==> run_1/io_fan.png <==
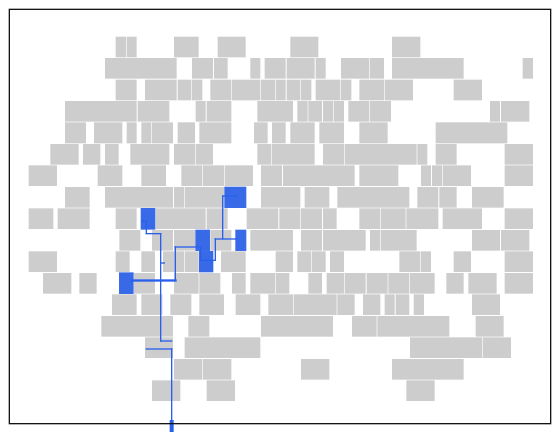
==> run_1/clocks.png <==
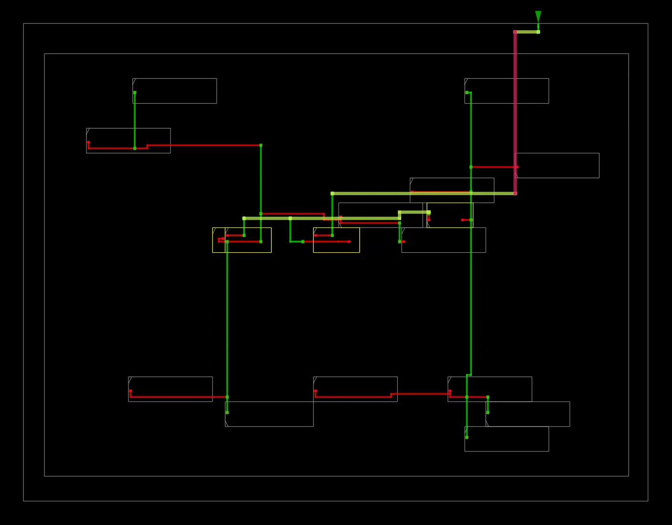
==> run_1/wires.png <==
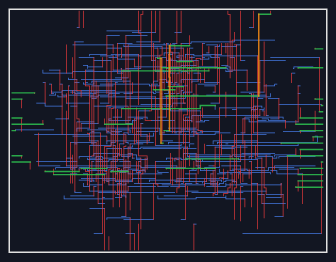
==> run_1/clk_routes.png <==
Bar = 20 um.
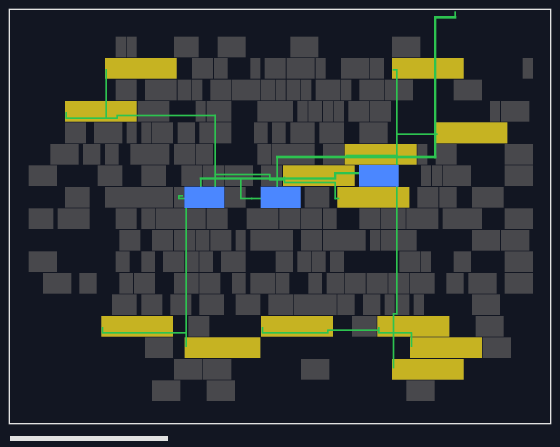
===== src/rtl/crash_course_cpu_program_sequencer_if.sv =====
// Request/strobe bundle between the instruction decoder, the call stack and
// the crash-course CPU program sequencer. The master side issues decoded
// requests. The slave side is the sequencer, which returns PC, strobes and status.
interface crash_course_cpu_program_sequencer_if;
    logic       clk_en;
    logic       jump_request;
    logic       call_request;
    logic       return_request;
    logic       condition_met;
    logic [7:0] jump_target;
    logic [7:0] return_address;
    logic       halt_request;
    logic       resume_request;
    logic [7:0] program_counter_current;
    logic       jump_enable;
    logic       call_enable;
    logic       return_enable;
    logic [3:0] stack_depth;
    logic       fault;
    logic [1:0] fault_code;

    modport master (
        output clk_en, jump_request, call_request, return_request, condition_met,
               jump_target, return_address, halt_request, resume_request,
        input  program_counter_current, jump_enable, call_enable, return_enable,
               stack_depth, fault, fault_code
    );

    modport slave (
        input  clk_en, jump_request, call_request, return_request, condition_met,
               jump_target, return_address, halt_request, resume_request,
        output program_counter_current, jump_enable, call_enable, return_enable,
               stack_depth, fault, fault_code
    );
endinterface


===== src/rtl/crash_course_cpu_program_sequencer.sv =====
// Program-counter sequencer for the crash-course CPU.
// This block owns the 8-bit PC and issues the jump, call and return strobes for the call stack.
// It also tracks the call depth.
// Build option: define CALL_STACK_GUARD_EN to compile in overflow/underflow/
// call+return fault detection (FAULT state, fault/fault_code outputs).
// Without it, the fault outputs are tied low, depth saturates, and the sequencer
// drops a simultaneous call+return.
module crash_course_cpu_program_sequencer #(
    parameter int STACK_DEPTH = 8
) (
    input  logic clk,
    input  logic async_rst,
    crash_course_cpu_program_sequencer_if.slave bus
);

    localparam logic [3:0] DEPTH_MAX = 4'(STACK_DEPTH);

`ifdef CALL_STACK_GUARD_EN
    typedef enum logic [1:0] {
        ST_RUN   = 2'd0,
        ST_HALT  = 2'd1,
        ST_FAULT = 2'd2
    } state_t;
`else
    typedef enum logic [1:0] {
        ST_RUN   = 2'd0,
        ST_HALT  = 2'd1
    } state_t;
`endif

    state_t     state_r;
    state_t     next_state_s;
    logic [7:0] pc_r;
    logic [7:0] pc_next_s;
    logic [3:0] depth_r;
    logic [3:0] depth_next_s;
    logic       run_s;
    logic       both_s;
    logic       legal_s;
    logic       go_s;
    logic       call_s;
    logic       ret_s;
    logic       jmp_s;
`ifdef CALL_STACK_GUARD_EN
    logic       overflow_s;
    logic       underflow_s;
    logic [1:0] fault_code_r;
    logic [1:0] fault_code_next_s;
`endif

    // Classify this cycle's request: legality and whether a transfer may be taken
    always_comb begin
        run_s  = (state_r == ST_RUN);
        both_s = bus.call_request & bus.return_request;
`ifdef CALL_STACK_GUARD_EN
        overflow_s  = bus.call_request & bus.condition_met & (depth_r == DEPTH_MAX);
        underflow_s = bus.return_request & bus.condition_met & (depth_r == 4'd0);
        legal_s     = ~(overflow_s | underflow_s | both_s);
`else
        legal_s     = ~both_s;
`endif
        go_s = run_s & ~bus.halt_request & legal_s;
    end

    // State register
    always_ff @(posedge clk or posedge async_rst) begin
        if (async_rst) begin
            state_r <= ST_RUN;
        end else begin
            state_r <= next_state_s;
        end
    end

    // Next-state logic: illegal request beats halt, which beats any transfer
    always_comb begin
        next_state_s = state_r;
        if (bus.clk_en) begin
            case (state_r)
                ST_RUN: begin
`ifdef CALL_STACK_GUARD_EN
                    if (!legal_s) begin
                        next_state_s = ST_FAULT;
                    end else if (bus.halt_request) begin
                        next_state_s = ST_HALT;
                    end else begin
                        next_state_s = ST_RUN;
                    end
`else
                    if (bus.halt_request) begin
                        next_state_s = ST_HALT;
                    end else begin
                        next_state_s = ST_RUN;
                    end
`endif
                end
                ST_HALT: begin
                    if (bus.resume_request) begin
                        next_state_s = ST_RUN;
                    end else begin
                        next_state_s = ST_HALT;
                    end
                end
`ifdef CALL_STACK_GUARD_EN
                ST_FAULT: next_state_s = ST_FAULT;
                default:  next_state_s = ST_FAULT;
`else
                default:  next_state_s = ST_RUN;
`endif
            endcase
        end else begin
            next_state_s = state_r;
        end
    end

    // Output logic: combinational transfer strobes, valid in the request cycle
    always_comb begin
        call_s = go_s & bus.call_request & bus.condition_met;
        ret_s  = go_s & bus.return_request & bus.condition_met;
        jmp_s  = call_s | ret_s | (go_s & bus.jump_request & bus.condition_met);
    end

    assign bus.call_enable             = call_s;
    assign bus.return_enable           = ret_s;
    assign bus.jump_enable             = jmp_s;
    assign bus.program_counter_current = pc_r;
    assign bus.stack_depth             = depth_r;
`ifdef CALL_STACK_GUARD_EN
    assign bus.fault                   = (state_r == ST_FAULT);
    assign bus.fault_code              = fault_code_r;
`else
    assign bus.fault                   = 1'b0;
    assign bus.fault_code              = 2'b00;
`endif

    // PC, depth and fault-cause next values; everything holds outside enabled RUN
    always_comb begin
        pc_next_s    = pc_r;
        depth_next_s = depth_r;
`ifdef CALL_STACK_GUARD_EN
        fault_code_next_s = fault_code_r;
`endif
        if (bus.clk_en && run_s) begin
`ifdef CALL_STACK_GUARD_EN
            if (!legal_s) begin
                // Simultaneous call+return is reported ahead of a depth fault.
                if (both_s) begin
                    fault_code_next_s = 2'd3;
                end else if (overflow_s) begin
                    fault_code_next_s = 2'd1;
                end else begin
                    fault_code_next_s = 2'd2;
                end
            end else
`endif
            if (bus.halt_request) begin
                pc_next_s = pc_r;
            end else if (ret_s) begin
                pc_next_s    = bus.return_address;
                depth_next_s = (depth_r == 4'd0) ? 4'd0 : (depth_r - 4'd1);
            end else if (call_s) begin
                pc_next_s    = bus.jump_target;
                depth_next_s = (depth_r == DEPTH_MAX) ? DEPTH_MAX : (depth_r + 4'd1);
            end else if (jmp_s) begin
                pc_next_s = bus.jump_target;
            end else begin
                pc_next_s = pc_r + 8'd1;
            end
        end else begin
            pc_next_s    = pc_r;
            depth_next_s = depth_r;
        end
    end

    // PC, depth and fault-cause registers
    always_ff @(posedge clk or posedge async_rst) begin
        if (async_rst) begin
            pc_r         <= 8'h00;
            depth_r      <= 4'd0;
`ifdef CALL_STACK_GUARD_EN
            fault_code_r <= 2'd0;
`endif
        end else begin
            pc_r         <= pc_next_s;
            depth_r      <= depth_next_s;
`ifdef CALL_STACK_GUARD_EN
            fault_code_r <= fault_code_next_s;
`endif
        end
    end

endmodule


===== src/flat_wrapper.sv =====
// flat-port wrapper written by rule: the top's interface ports become plain ports
module crash_course_cpu_program_sequencer_flat 
#(
    parameter int STACK_DEPTH = 8
)
  (clk, async_rst, bus_clk_en, bus_jump_request, bus_call_request, bus_return_request, bus_condition_met, bus_jump_target, bus_return_address, bus_halt_request, bus_resume_request, bus_program_counter_current, bus_jump_enable, bus_call_enable, bus_return_enable, bus_stack_depth, bus_fault, bus_fault_code);
  crash_course_cpu_program_sequencer_if bus_i ();
  input  logic clk;
  input  logic async_rst;
  input wire logic [$bits(bus_i.clk_en)-1:0] bus_clk_en;
  input wire logic [$bits(bus_i.jump_request)-1:0] bus_jump_request;
  input wire logic [$bits(bus_i.call_request)-1:0] bus_call_request;
  input wire logic [$bits(bus_i.return_request)-1:0] bus_return_request;
  input wire logic [$bits(bus_i.condition_met)-1:0] bus_condition_met;
  input wire logic [$bits(bus_i.jump_target)-1:0] bus_jump_target;
  input wire logic [$bits(bus_i.return_address)-1:0] bus_return_address;
  input wire logic [$bits(bus_i.halt_request)-1:0] bus_halt_request;
  input wire logic [$bits(bus_i.resume_request)-1:0] bus_resume_request;
  output wire logic [$bits(bus_i.program_counter_current)-1:0] bus_program_counter_current;
  output wire logic [$bits(bus_i.jump_enable)-1:0] bus_jump_enable;
  output wire logic [$bits(bus_i.call_enable)-1:0] bus_call_enable;
  output wire logic [$bits(bus_i.return_enable)-1:0] bus_return_enable;
  output wire logic [$bits(bus_i.stack_depth)-1:0] bus_stack_depth;
  output wire logic [$bits(bus_i.fault)-1:0] bus_fault;
  output wire logic [$bits(bus_i.fault_code)-1:0] bus_fault_code;
  assign bus_i.clk_en = bus_clk_en;
  assign bus_i.jump_request = bus_jump_request;
  assign bus_i.call_request = bus_call_request;
  assign bus_i.return_request = bus_return_request;
  assign bus_i.condition_met = bus_condition_met;
  assign bus_i.jump_target = bus_jump_target;
  assign bus_i.return_address = bus_return_address;
  assign bus_i.halt_request = bus_halt_request;
  assign bus_i.resume_request = bus_resume_request;
  assign bus_program_counter_current = bus_i.program_counter_current;
  assign bus_jump_enable = bus_i.jump_enable;
  assign bus_call_enable = bus_i.call_enable;
  assign bus_return_enable = bus_i.return_enable;
  assign bus_stack_depth = bus_i.stack_depth;
  assign bus_fault = bus_i.fault;
  assign bus_fault_code = bus_i.fault_code;
  crash_course_cpu_program_sequencer #(.STACK_DEPTH(STACK_DEPTH)) u_core (.clk(clk), .async_rst(async_rst), .bus(bus_i));
endmodule

===== config.mk =====
export PLATFORM = sky130hd
export DESIGN_NAME = crash_course_cpu_program_sequencer_flat
export DESIGN_NICKNAME = d
export VERILOG_FILES = /design/src/rtl/crash_course_cpu_program_sequencer_if.sv /design/src/rtl/crash_course_cpu_program_sequencer.sv /design/src/flat_wrapper.sv
export SDC_FILE = /design/constraint.sdc
export NUM_CORES = 1
export LEC_CHECK = 0
export CAP_MARGIN = 20
export CORE_ASPECT_RATIO = 0.75
export CORE_MARGIN = 2
export CORE_UTILIZATION = 35
export CTS_CLUSTER_DIAMETER = 120
export DETAILED_ROUTE_END_ITERATION = 8
export GPL_TIMING_DRIVEN = 1
export PLACE_DENSITY = 0.74
export SLEW_MARGIN = 20
export SYNTH_ARGS = -nofsm -noshare
export SYNTH_HDL_FRONTEND = slang
export SYNTH_SLANG_ARGS = --single-unit
export TNS_END_PERCENT = 10

===== constraint.sdc =====
create_clock -name clk -period 1.6 [get_ports clk]
set_input_delay 0.24 -clock clk [delete_from_list [all_inputs] [get_ports clk]]
set_output_delay 0.24 -clock clk [all_outputs]
set_load 0.01 [all_outputs]

==> results.txt, run 1 <==
Summary of the current implementation state.

- The capture point of the worst reg-to-reg path is u_core.bus.program_counter_current[7]$_DFFE_PP0P_, for reference.
- The synthesis run shows the most used standard cells to be sky130_fd_sc_hd__dfrtp_1, sky130_fd_sc_hd__nand2_1, sky130_fd_sc_hd__nand3_1, sky130_fd_sc_hd__nor2_1, sky130_fd_sc_hd__o21ai_0.
- The worst path in the final design needs a cycle of between 1.5 and 2 ns, including I/O delays and setup.
- The library cells used most frequently in the layout, excluding fill and tap cells, are sky130_fd_sc_hd__clkdlybuf4s50_1, sky130_fd_sc_hd__buf_4, sky130_fd_sc_hd__dfrtp_1.
- The final sequential cell count is 13, for reference.
- The proportion of cell area spent on the clock network is 0.02588, for reference.
- The combinational group power is ~930 uW, for reference.
- By area the synthesized netlist is led by sky130_fd_sc_hd__dfrtp_1, sky130_fd_sc_hd__nand3_1, sky130_fd_sc_hd__ha_1, sky130_fd_sc_hd__o21ai_0, sky130_fd_sc_hd__xnor2_1.
- The clock sink count is 13, for reference.
- The standard-cell row count is 17, for reference.
- For the sequential group, total power comes out at 590 uW.
- The full die area is 3573 um^2, for reference.
- The final report gives the standard cell area, fillers excluded, as 1740 um^2.
- In this run the post-CTS setup repair buffer count came out at 1.
- The checks that failed: setup timing.
- In this run the standard cell core region covers between 2000 and 3000 um^2.
- The ratio of total power to cell area is roughly 1100 nW/um^2, for reference.
- The combinational share of cell area is 0.4220, for reference.
- The required time of the critical path is 1.74 ns, for reference.
- Across the placement rows, the number of tap cells is 38.
- The inverter tally of the final layout excluding the clock network is 6, for reference.
- Clock skew on the completed layout was measured at ~0.006 ns.
- Setup total negative slack on the finished layout was measured at -0.5152 ns.
- The count of cell types in the netlist is 48, for reference.
- The number of register bits inferred by synthesis is 13, for reference.
- Entering global routing, the biggest net connects 14 pins.
- The area share of fa/ha/maj cells after synthesis is 0.03452, for reference.
- The area taken by sequential standard cells is reported as between 300 and 400 um^2.
- Per the OpenROAD floorplan log, the height of the die is about 52 um.
- The slowest stage cell on the critical path is sky130_fd_sc_hd__or4b_4, for reference.
- Among the non-sequential cells, AND-OR/OR-AND gates take the most area.
- The layer flagged by global routing as most heavily used is met2.
- The transition time at the pin with the least slew margin is approximately 0.53 ns, for reference.
- The fraction of layout cells with a size suffix above 1 is 0.2312, for reference.
- The floorplan-stage core utilization is 0.3678, for reference.
- The die boundary width is around 70 um, for reference.
- The category of the worst setup path launch point is a register, for reference.
- The most frequent logic cell in the layout is sky130_fd_sc_hd__clkdlybuf4s50_1, for reference.
- Wire segments on met3 add up to roughly 240 um in the final route.
- The layout overhead on the synthesized area is 60.07%, for reference.
- The cell type taking the most area is combinational gates, for reference.
- The initial antenna violation count is 0.
- The fraction of post-synthesis cell area in the top cell type by area is 0.2992, for reference.
- Of the total power, the share spent switching nets is 0.3906.
- Of the total synthesized cell area, the portion taken by AND, OR, NAND and NOR gates is 0.2198.
- The register area share after synthesis is 0.2992, for reference.
- The fraction of registers with async set or reset after synthesis is 1.000, for reference.
- Yosys reports a chip area of approximately 1100 um^2.
- In this run, the synthesized area fraction spent on AND-OR/OR-AND gates is recorded as 0.2911.
- Per STA, the startpoint of the critical path is u_core.state_r[0]$_DFFE_PP0P_.
- The count of non-CTS buffers in the layout is just over 60, for reference.
- The timing report attributes the biggest portion of critical-path delay to AND-OR/OR-AND gates.
- The number of placed instances, taps included is approximately 220, for reference.
- The classification of the worst setup path is reg -> reg, for reference.
- The smallest hold slack is 0.3307 ns, for reference.
- The net switching power is 714.2 uW, for reference.
- The launch point of the worst register-to-register path is recorded as u_core.state_r[0]$_DFFE_PP0P_.
- The via count of the first global-routing pass came to 1141.
- Overall power consumption after layout is estimated at between 1.5 and 2 mW.
- Counting both buffers and inverters, the worst setup path holds a total of 1.
- The most frequent cell after synthesis is sky130_fd_sc_hd__dfrtp_1, for reference.
- The residual overflow from global routing is 0, for reference.
- The antenna diode instance count is 0, for reference.
- The clock tree root driver cell is sky130_fd_sc_hd__clkbuf_8, for reference.
- The multi-input combinational cell area is around 730 um^2, for reference.
- The average instance in the mapped netlist occupies 8.494 um^2.
- The total of endpoints with negative setup slack in the final report is 8, for reference.
- The number of fill cells in the layout is about 260, for reference.
- The flow ran to the end, but the final reports show violations.
- The number of hold buffers added after CTS was 0.
- Data on the critical path arrives at its endpoint at between 1.5 and 2 ns.
- Synthesis produced a netlist whose cell count is 128.
- Per the synth stats, the flop cell with the highest instance count is sky130_fd_sc_hd__dfrtp_1.
- The endpoint kind of the worst setup timing path is a register, for reference.
- The cell sequence reported for the critical path is buf_6, or4b_4, o221a_1, a21o_1, a22o_1.
- The period utilization is 1.078, for reference.
- The number of H-tree branching levels is 1, for reference.
- The CTS report gives the tree buffer count as 3.
- The register with the most flip-flops in the layout has 8 of them.
- TritonCTS built the clock tree.
- The max-cap check violation count is 0, for reference.
- The static power due to leakage is around 0.72 nW, for reference.
- The finished layout holds around 220 standard cells, fillers aside.
- The worst voltage drop across the vdd grid is about 0.0004 V, for reference.
- Per the final report, max-transition violations number 0.
- The routability congestion estimate is about 0.87, for reference.
- Per the synthesis report, the dominant area consumer among library cells is sky130_fd_sc_hd__dfrtp_1.
- The length in cells of the worst reg-to-reg path is 5, for reference.
- After detailed routing, the number of remaining DRC violations is 0.
- The detailed router finished its first iteration with approximately 110 violations.
- met1 track demand over resource after global routing is 0.2773.
- The fraction of cell area in sequential cells is reported as 0.1876.
- For this run, the detailed router's first-pass iteration total came to 6.
- After synthesis, the design contains about 130 cells according to Yosys.
- STA reports a reg2reg setup slack of -0.12 ns.
- The number of resized instances in the post-cts repair step is 18, for reference.
- Measured on the finished design, the core utilization comes to 0.5887.
- The number of warnings in the stage logs is 30, for reference.
- Measured against the total synthesized area, the mux share comes to 0.02762.
- The residual antenna-violating net count after detailed routing is 0, for reference.
- In the final design database the tool counted 215 nets.
- The global-route met3 utilization is 0.05376, for reference.
- Per the OpenROAD timing report, the critical path contains 5 cells.
- The critical path's largest stage delay is 0.49 ns, for reference.
- After clock tree synthesis, the clock-pin slew on the worst setup and hold paths is ~0.060 ns.
- The worst path setup slack after routing is -0.1248 ns, for reference.
- The area of the mapped netlist is ~1100 um^2, for reference.
- The worst setup timing slack at the placement stage is -0.6246 ns, for reference.
- The first-pass GRT wire length is ~5400 um, for reference.
- Setup repair after global routing could not meet its margin everywhere.
- The path class of the lowest-slack min-delay path is in -> async, for reference.
- The half-perimeter wire length after placement is roughly 2600 um, for reference.
- Looking at the clock tree report, the maximum root-to-sink buffer count equals 2.
- The cell internal power dissipation is about 1.1 mW, for reference.
- The synthesis report lists the Yosys warning total as 0.
- Following the worst setup path forward leads to its endpoint at u_core.bus.program_counter_current[7]$_DFFE_PP0P_.
- The post-place instance area is ~1600 um^2, for reference.
- The combinational fraction of design power is 0.509, for reference.
- The fraction of met2 tracks used by global routing is 0.3188, for reference.
- Yosys mapped a number of flops with a built-in enable equal to 0.
- The group that draws the most power in this run is combinational cells.
- Across all checked pins, the minimum headroom to the slew limit is 0.6435.
- Based on the critical path, the design can be clocked at up to 0.5798 GHz.
- The power report attributes to the sequential group a share of 0.322.
- For this block, wires on met1 add up to between 1500 and 2000 um.
- In the routed layout, each cell is associated on average with a via count of approximately 5.6.
- Routed signal wires occupy layers up through met4.
- The largest fanout on the critical path is 8, for reference.
- The non-clock buffering overhead in the final layout is 0.3214, for reference.
- Counting endpoints that fail hold in the final report gives 0.
- The wire length on met2 is about 1600 um, for reference.
- The XOR/XNOR share of the synthesized area is 0.04833, for reference.
- Multi-input combinational cells in the finished layout were counted as just over 100.
Notes on io_fan.png above:
Key: blue = bus_jump_request [direction input, edge south, end cells 6, buffers 2, wire 61.5 um]
IO Count: 43
tally of buffers added on design ports: 39

Notes on clocks.png above:
number of clock buffers in the layout: 4
clock-net power: 308 uW

Notes on wires.png above:
Key: red = metal 2 [wire length 1560 um]; blue = metal 1 [wire length 1540 um]; green = metal 3 [wire length 241 um]; orange = metal 4 [wire length 54.4 um]
aggregate routed wire length: 3400 um
detailed-route wire length per cell: 15.18 um
Total GRT Usage: 0.2027
Via Count: 1253

Notes on clk_routes.png above:
Key: blue = clock drivers [count 3]; yellow = flip-flops [count 13]; green = clock wires [length 246 um]
There are 4 routed clock nets.
proportion of power drawn by the clock network: 0.168
clock insertion delay at the later pin of the skew report: 0.25 ns

--- run 2 (diff from run 1) ---
GPL_TIMING_DRIVEN = 0   (was 1)
PLACE_DENSITY = 0.72   (was 0.74)
clock period = 1.9 ns   (was 1.6 ns; I/O delays follow)
==> run_2/wires.png <==
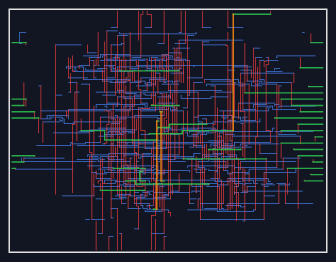
Key: green = metal 3 [wire length 279 um]; red = metal 2 [wire length 1550 um]; orange = metal 4 [wire length 59.2 um]; blue = metal 1 [wire length 1510 um]
aggregate routed wire length: 3401 um
detailed-route wire length per cell: 16.04 um
Total GRT Usage: 0.2077
Via Count: 1187

==> run_2/clk_routes.png <==
Bar = 20 um.
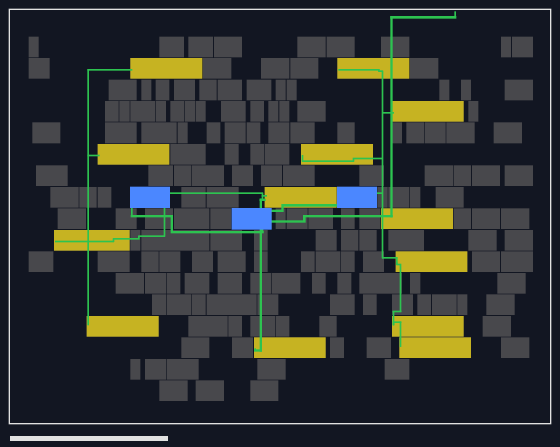
proportion of power drawn by the clock network: 0.172
clock-net power: 256 uW
clock skew: 0.005711 ns

==> results.txt, run 2 <==
Summary of the current implementation state.

- Outcome: finished, final reports clean (was complete, but fails checks).
- The path class of the lowest-slack min-delay path is in -> async (unchanged).
- The prevailing logic family in the synthesized netlist is AND-OR/OR-AND gates (unchanged), for reference.
- The final hold violation count is 0 (unchanged), for reference.
- Top area cells in the synthesized netlist: sky130_fd_sc_hd__dfrtp_1, sky130_fd_sc_hd__nand3_1, sky130_fd_sc_hd__ha_1, sky130_fd_sc_hd__o21ai_0, sky130_fd_sc_hd__xnor2_1 (unchanged).
- The worst slew slack as a fraction of its limit is 0.6366 (was 0.6435), for reference.
- The layer with the highest usage after global routing is met2 (unchanged).
- The number of max-slew violations in the final report is 0 (unchanged), for reference.
- The period utilization came to 0.9957 (was 1.078).
- The fraction of met2 tracks used by global routing is 0.3333 (was 0.3188), for reference.
- The clock edge transition at the registers on the reported setup and hold paths is 0.06 ns (about the same), for reference.
- The flip-flop count of the largest register, all copies and words added is 8 (unchanged), for reference.
- The first-pass detailed-route iteration total came to 6 (unchanged).
- The clock sink count is 13 (unchanged).
- The non-filler instance count after layout is 212 (was 224), for reference.
- The post-detailed-route DRC marker count came to 0 (unchanged).
- The clock latency on the worst-skew pair is 0.25 ns (about the same), for reference.
- The non-clock buffering overhead in the final layout is 0.2838 (was 0.3214), for reference.
- The die height came to 52.27 um (unchanged).
- The worst setup timing slack at the placement stage is -0.7866 ns (was -0.6246 ns).
- The initial antenna violation count is 0 (unchanged), for reference.
- The buffers plus inverters on the worst setup path is 2 (was 1), for reference.
- The standard-cell row count came to 17 (unchanged).
- The number of placed instances, taps included is 206 (was 219).
- The fraction of post-synthesis cell area in the top cell type by area came to 0.2992 (unchanged).
- The largest fanout on the critical path is 4 (was 8), for reference.
- The smallest hold slack is 0.3874 ns (was 0.3307 ns), for reference.
- Unrepaired setup endpoints after global routing: true (unchanged).
- The dominant cell type by area after synthesis was sky130_fd_sc_hd__dfrtp_1 (unchanged).
- The area of the mapped netlist is 1087 um^2 (unchanged), for reference.
- The achievable clock frequency is 0.5286 GHz (was 0.5798 GHz), for reference.
- The mux contribution to synthesized area came to 0.02762 (unchanged).
- The residual antenna-violating net count after detailed routing is 0 (unchanged), for reference.
- The floorplan-stage core utilization came to 0.3678 (unchanged).
- The proportion of cell area spent on the clock network is 0.02717 (was 0.02588), for reference.
- The slowest stage cell on the critical path is sky130_fd_sc_hd__or4b_4 (unchanged), for reference.
- The wire length on met1 was 1513 um (was 1541 um).
- The fraction of registers with async set or reset after synthesis came to 1.000 (unchanged).
- The final core utilization came to 0.5607 (was 0.5887).
- The synthesis area per yosys is 1087 um^2 (unchanged), for reference.
- The residual overflow from global routing is 0 (unchanged), for reference.
- The post-layout instance area is 1658 um^2 (was 1740 um^2), for reference.
- The reg-to-reg startpoint is u_core.state_r[0]$_DFFE_PP0P_ (unchanged).
- The proportion of cell area occupied by registers came to 0.1970 (was 0.1876).
- The global-route met3 utilization is 0.05806 (was 0.05376), for reference.
- The time the final worst path needs with I/O delays and setup is 1.892 ns (was 1.725 ns), for reference.
- The layout overhead on the synthesized area was 52.47% (was 60.07%).
- The post-synthesis cell count from yosys is 128 (unchanged), for reference.
- The max-cap check violation count is 0 (unchanged), for reference.
- The count of cell types in the netlist is 48 (unchanged), for reference.
- The register area share after synthesis is 0.2992 (unchanged), for reference.
- The number of placed I/O pins is 43 (unchanged), for reference.
- The combinational fraction of design power is 0.490 (was 0.509), for reference.
- Worst-path cell chain: buf_6, buf_6, or4b_4, o221a_1, a21o_1, a22o_1 (was buf_6, or4b_4, o221a_1, a21o_1, a22o_1).
- The synthesized-area fraction occupied by and/or/nand/nor cells is 0.2198 (unchanged), for reference.
- The net switching power is 577.5 uW (was 714.2 uW).
- The number of resized instances in the post-cts repair step came to 20 (was 18).
- The top routing layer in use is met4 (unchanged), for reference.
- The clock tree root driver cell is sky130_fd_sc_hd__clkbuf_8 (unchanged), for reference.
- The final sum of negative setup slack was 0 ns (was -0.5152 ns).
- The cell internal power dissipation came to 909.9 uW (was 1.114 mW).
- The power of the sequential group is 502 uW (was 590 uW), for reference.
- The number of buffer cells added on primary ports came to 38 (was 39).
- The number of buffers on the longest clock path came to 2 (unchanged).
- The detailed-routed wire length on met3 is 278 um (was 241 um), for reference.
- The sequential cell area in the final layout was 326.6 um^2 (unchanged).
- The multi-input combinational cell area came to 740.7 um^2 (was 734.5 um^2).
- The cell type taking the most area is combinational gates (unchanged).
- The inverter tally of the final layout excluding the clock network is 6 (unchanged), for reference.
- The total of endpoints with negative setup slack in the final report is 0 (was 8), for reference.
- The category of the worst setup path launch point is a register (unchanged), for reference.
- The count of inserted tapcells is 38 (unchanged), for reference.
- The multi-input combinational gate total came to 102 (unchanged).
- The worst voltage drop across the vdd grid is 0.0004810 V (was 0.0003958 V), for reference.
- Top library cells by usage in the layout, fill and taps aside: sky130_fd_sc_hd__clkdlybuf4s50_1, sky130_fd_sc_hd__dfrtp_1, sky130_fd_sc_hd__nand3_1 (was sky130_fd_sc_hd__clkdlybuf4s50_1, sky130_fd_sc_hd__buf_4, sky130_fd_sc_hd__dfrtp_1).
- The most frequent logic cell in the layout is sky130_fd_sc_hd__clkdlybuf4s50_1 (unchanged), for reference.
- The routability congestion estimate is 0.8886 (was 0.8742).
- The static power due to leakage came to 0.6846 nW (was 0.7241 nW).
- The number of register bits inferred by synthesis is 13 (unchanged), for reference.
- The required time of the critical path came to 2.04 ns (was 1.74 ns).
- The synthesized instance count is 128 (unchanged), for reference.
- The number of flops mapped to enable cells by yosys is 0 (unchanged), for reference.
- The die boundary width is 68.36 um (unchanged), for reference.
- The number of setup buffers added after CTS came to 4 (was 1).
- The number of buffers created by CTS was 3 (unchanged).
- The number of warnings in the stage logs came to 29 (was 30).
- The transition time at the pin with the least slew margin is 0.5444 ns (was 0.5342 ns).
- The CTS tree is built (unchanged).
- The part of the power in registers is 0.337 (was 0.322), for reference.
- The count of non-CTS buffers in the layout was 49 (was 61).
- The initial detailed-routing violation count is 70 (was 110).
- The full die area is 3573 um^2 (unchanged), for reference.
- The area of the core region is 2957 um^2 (unchanged), for reference.
- The worst endpoint data arrival time was 2.03 ns (was 1.87 ns).
- The area share of fa/ha/maj cells after synthesis was 0.03452 (unchanged).
- The endpoint kind of the worst setup timing path was a register (unchanged).
- The power group with the highest consumption is combinational cells (unchanged), for reference.
- The detailed-route vias per instance is 5.599 (was 5.594), for reference.
- The fraction of layout cells with a size suffix above 1 is 0.1782 (was 0.2312), for reference.
- The capture point of the critical path is u_core.bus.program_counter_current[7]$_DFFE_PP0P_ (unchanged), for reference.
- The worst path setup slack after routing is 0.008186 ns (was -0.1248 ns), for reference.
- The length in cells of the worst reg-to-reg path is 6 (was 5), for reference.
- The total power after layout is 1.487 mW (was 1.829 mW), for reference.
- The half-perimeter wire length after placement is 2402 um (was 2601 um).
- The via count of the first global-routing pass is 1162 (was 1141).
- The complex-gate fraction of the synthesized area is 0.2911 (unchanged), for reference.
- The post-place instance area is 1523 um^2 (was 1643 um^2), for reference.
- The number of clock-tree buffers in the layout came to 4 (unchanged).
- The critical path depth is 6 (was 5), for reference.
- The main flop type after synthesis is sky130_fd_sc_hd__dfrtp_1 (unchanged), for reference.
- Top cells by instance count after synthesis: sky130_fd_sc_hd__dfrtp_1, sky130_fd_sc_hd__nand2_1, sky130_fd_sc_hd__nand3_1, sky130_fd_sc_hd__nor2_1, sky130_fd_sc_hd__o21ai_0 (unchanged).
- The average size of a mapped cell is 8.494 um^2 (unchanged).
- The tally of yosys warning messages is 0 (unchanged), for reference.
- The pin count of the biggest net entering global routing is 14 (unchanged), for reference.
--- run 3 (diff from run 2) ---
CELL_PAD_IN_SITES_DETAIL_PLACEMENT = 2   (was default)
CELL_PAD_IN_SITES_GLOBAL_PLACEMENT = 2   (was default)
CORE_UTILIZATION = 24   (was 35)
PLACE_DENSITY = 0.84   (was 0.72)
==> run_3/clocks.png <==
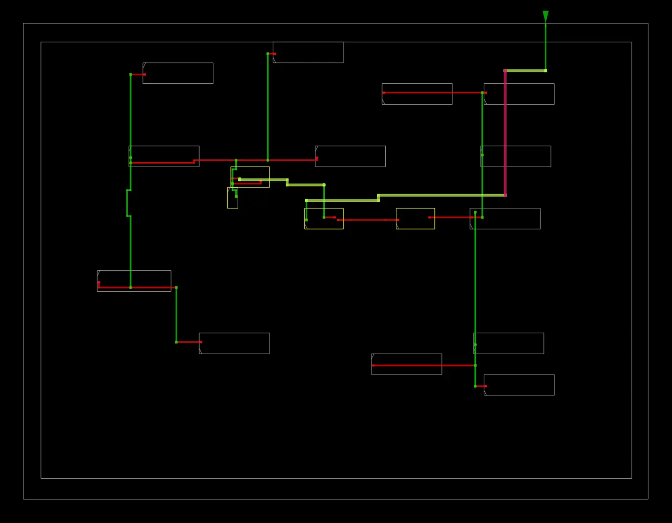
total clock buffers created by CTS: 3
FF+latch count: 13
clock-net power: 261 uW

==> run_3/io_fan.png <==
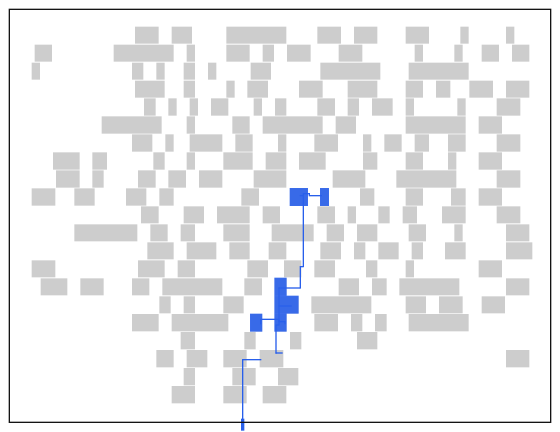
Key: blue = bus_jump_request [direction input, edge south, end cells 6, buffers 1, wire 51.4 um]
tally of buffers added on design ports: 38

==> results.txt, run 3 <==
Summary of the current implementation state.

- The clock group share of total power is 0.169 (was 0.172).
- Unrepaired setup endpoints after global routing: true (unchanged).
- The floorplan-stage core utilization is 0.2463 (was 0.3678), for reference.
- The worst path setup slack after routing is 0.02924 ns (was 0.008186 ns), for reference.
- The tally of yosys warning messages is 0 (unchanged), for reference.
- The die height is 62.29 um (was 52.27 um), for reference.
- The half-perimeter wire length after placement is 3026 um (was 2402 um), for reference.
- The static power due to leakage is 0.6979 nW (was 0.6846 nW), for reference.
- The wire length on met2 is 2224 um (was 1549 um).
- The combinational fraction of design power is 0.492 (was 0.490), for reference.
- The buffers plus inverters on the worst setup path was 2 (unchanged).
- The clock latency on the worst-skew pair is 0.25 ns (about the same).
- The residual antenna-violating net count after detailed routing was 0 (unchanged).
- The fraction of met2 tracks used by global routing is 0.3201 (was 0.3333), for reference.
- The combinational share of cell area is 0.4319 (was 0.4468).
- The switching share of power came to 0.4129 (was 0.3883).
- The post-synthesis cell count from yosys was 128 (unchanged).
- The clock tree root driver cell is sky130_fd_sc_hd__clkbuf_8 (unchanged), for reference.
- The mux contribution to synthesized area is 0.02762 (unchanged), for reference.
- The synthesis area per yosys came to 1087 um^2 (unchanged).
- The slowest stage cell on the critical path is sky130_fd_sc_hd__dfrtp_2 (was sky130_fd_sc_hd__or4b_4).
- The critical path depth came to 4 (was 6).
- The smallest hold slack is 0.4040 ns (was 0.3874 ns), for reference.
- The number of buffers on the longest clock path is 2 (unchanged), for reference.
- The proportion of cell area spent on the clock network is 0.02649 (was 0.02717).
- The proportion of cell area occupied by registers is 0.1921 (was 0.1970), for reference.
- The cell internal power dissipation is 908.4 uW (was 909.9 uW), for reference.
- The standard-cell row count is 21 (was 17), for reference.
- The detailed-route vias per instance came to 5.332 (was 5.599).
- The die boundary width came to 81.72 um (was 68.36 um).
- The dominant cell type by area after synthesis is sky130_fd_sc_hd__dfrtp_1 (unchanged), for reference.
- The fraction of layout cells with a size suffix above 1 is 0.1854 (was 0.1782), for reference.
- The pin count of the biggest net entering global routing is 14 (unchanged), for reference.
- The area of the mapped netlist was 1087 um^2 (unchanged).
- The capture point of the worst reg-to-reg path is u_core.bus.program_counter_current[7]$_DFFE_PP0P_ (unchanged).
- The complex-gate fraction of the synthesized area is 0.2911 (unchanged), for reference.
- The area share of fa/ha/maj cells after synthesis was 0.03452 (unchanged).
- The required time of the critical path came to 1.62 ns (was 2.04 ns).
- The multi-input combinational cell area came to 734.5 um^2 (was 740.7 um^2).
- The initial detailed-routing violation count is 25 (was 70), for reference.
- The synthesized-area fraction occupied by and/or/nand/nor cells is 0.2198 (unchanged).
- The worst endpoint data arrival time is 1.59 ns (was 2.03 ns), for reference.
- Top area cells in the synthesized netlist: sky130_fd_sc_hd__dfrtp_1, sky130_fd_sc_hd__nand3_1, sky130_fd_sc_hd__ha_1, sky130_fd_sc_hd__o21ai_0, sky130_fd_sc_hd__xnor2_1 (unchanged).
- The time the final worst path needs with I/O delays and setup came to 1.871 ns (was 1.892 ns).
- The number of max-slew violations in the final report came to 0 (unchanged).
- The critical path's largest stage delay came to 0.43 ns (was 0.49 ns).
- The ratio of total power to cell area came to 909.9 nW/um^2 (was 897.2 nW/um^2).
- The count of non-CTS buffers in the layout is 53 (was 49).
- The reg2reg setup slack came to 0.07 ns (was 0.008 ns).
- The power of the sequential group is 524 uW (was 502 uW), for reference.
- The register area share after synthesis was 0.2992 (unchanged).
- The post-detailed-route DRC marker count was 0 (unchanged).
- The full die area is 5090 um^2 (was 3573 um^2), for reference.
- The combinational group power is 762 uW (was 730 uW), for reference.
- The global-route met3 utilization came to 0.03924 (was 0.05806).
- The via count of the first global-routing pass is 1364 (was 1162), for reference.
- The number of resized instances in the post-cts repair step is 21 (was 20), for reference.
- The achievable clock frequency is 0.5345 GHz (was 0.5286 GHz), for reference.
- The reg-to-reg startpoint is u_core.state_r[0]$_DFFE_PP0P_ (unchanged), for reference.
- The clock edge transition at the registers on the reported setup and hold paths is 0.07 ns (was 0.06 ns), for reference.
- The initial antenna violation count is 0 (unchanged), for reference.
- The sequential cell area in the final layout was 326.6 um^2 (unchanged).
- The residual overflow from global routing came to 0 (unchanged).
- The fraction of post-synthesis cell area in the top cell type by area is 0.2992 (unchanged).
- The capture point of the critical path is bus_jump_enable (was u_core.bus.program_counter_current[7]$_DFFE_PP0P_).
- Outcome: finished, final reports clean (unchanged).
- The synthesized instance count is 128 (unchanged), for reference.
- The first-pass GRT wire length is 7127 um (was 5444 um), for reference.
- The transition time at the pin with the least slew margin is 0.6032 ns (was 0.5444 ns).
- The average detailed-routed wire length per instance was 18.63 um (was 16.04 um).
- Top library cells by usage in the layout, fill and taps aside: sky130_fd_sc_hd__clkdlybuf4s50_1, sky130_fd_sc_hd__buf_4, sky130_fd_sc_hd__dfrtp_1 (was sky130_fd_sc_hd__clkdlybuf4s50_1, sky130_fd_sc_hd__dfrtp_1, sky130_fd_sc_hd__nand3_1).
- The start point of the critical path is u_core.state_r[0]$_DFFE_PP0P_ (unchanged).
- The number of setup buffers added after CTS is 7 (was 4), for reference.
- The worst voltage drop across the vdd grid is 0.0003099 V (was 0.0004810 V), for reference.
- The worst slew slack as a fraction of its limit is 0.5974 (was 0.6366), for reference.
- Top cells by instance count after synthesis: sky130_fd_sc_hd__dfrtp_1, sky130_fd_sc_hd__nand2_1, sky130_fd_sc_hd__nand3_1, sky130_fd_sc_hd__nor2_1, sky130_fd_sc_hd__o21ai_0 (unchanged).
- The first-pass detailed-route iteration total came to 4 (was 6).

## Gallery

Logic cells by family.
shot_01.png
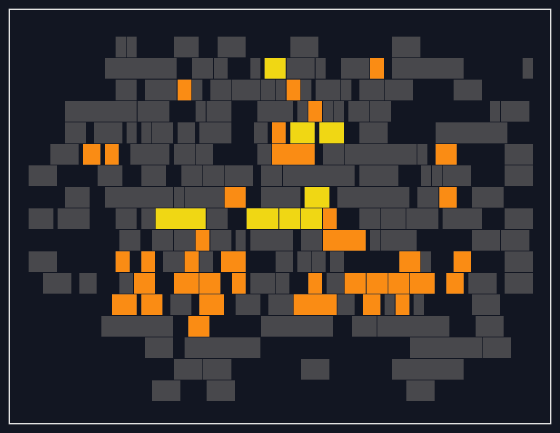
shot_02.png
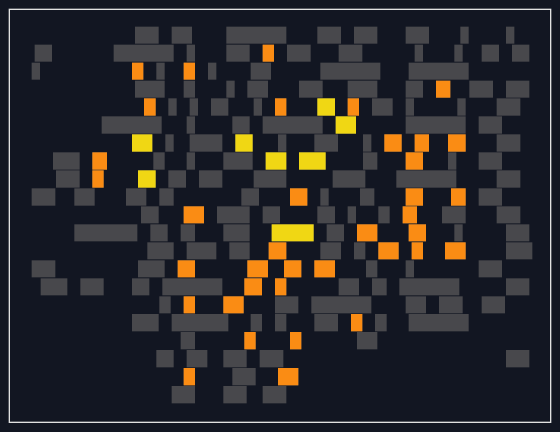
run 1 -> shot_01.png
run 3 -> shot_02.png

Key to shot_02.png:
Key: orange = inverting AOI/OAI gates [cells 37, most used o21ai_0]; yellow = AND-OR and OR-AND gates [cells 8]

Power is estimated from default activity; no workload was simulated.
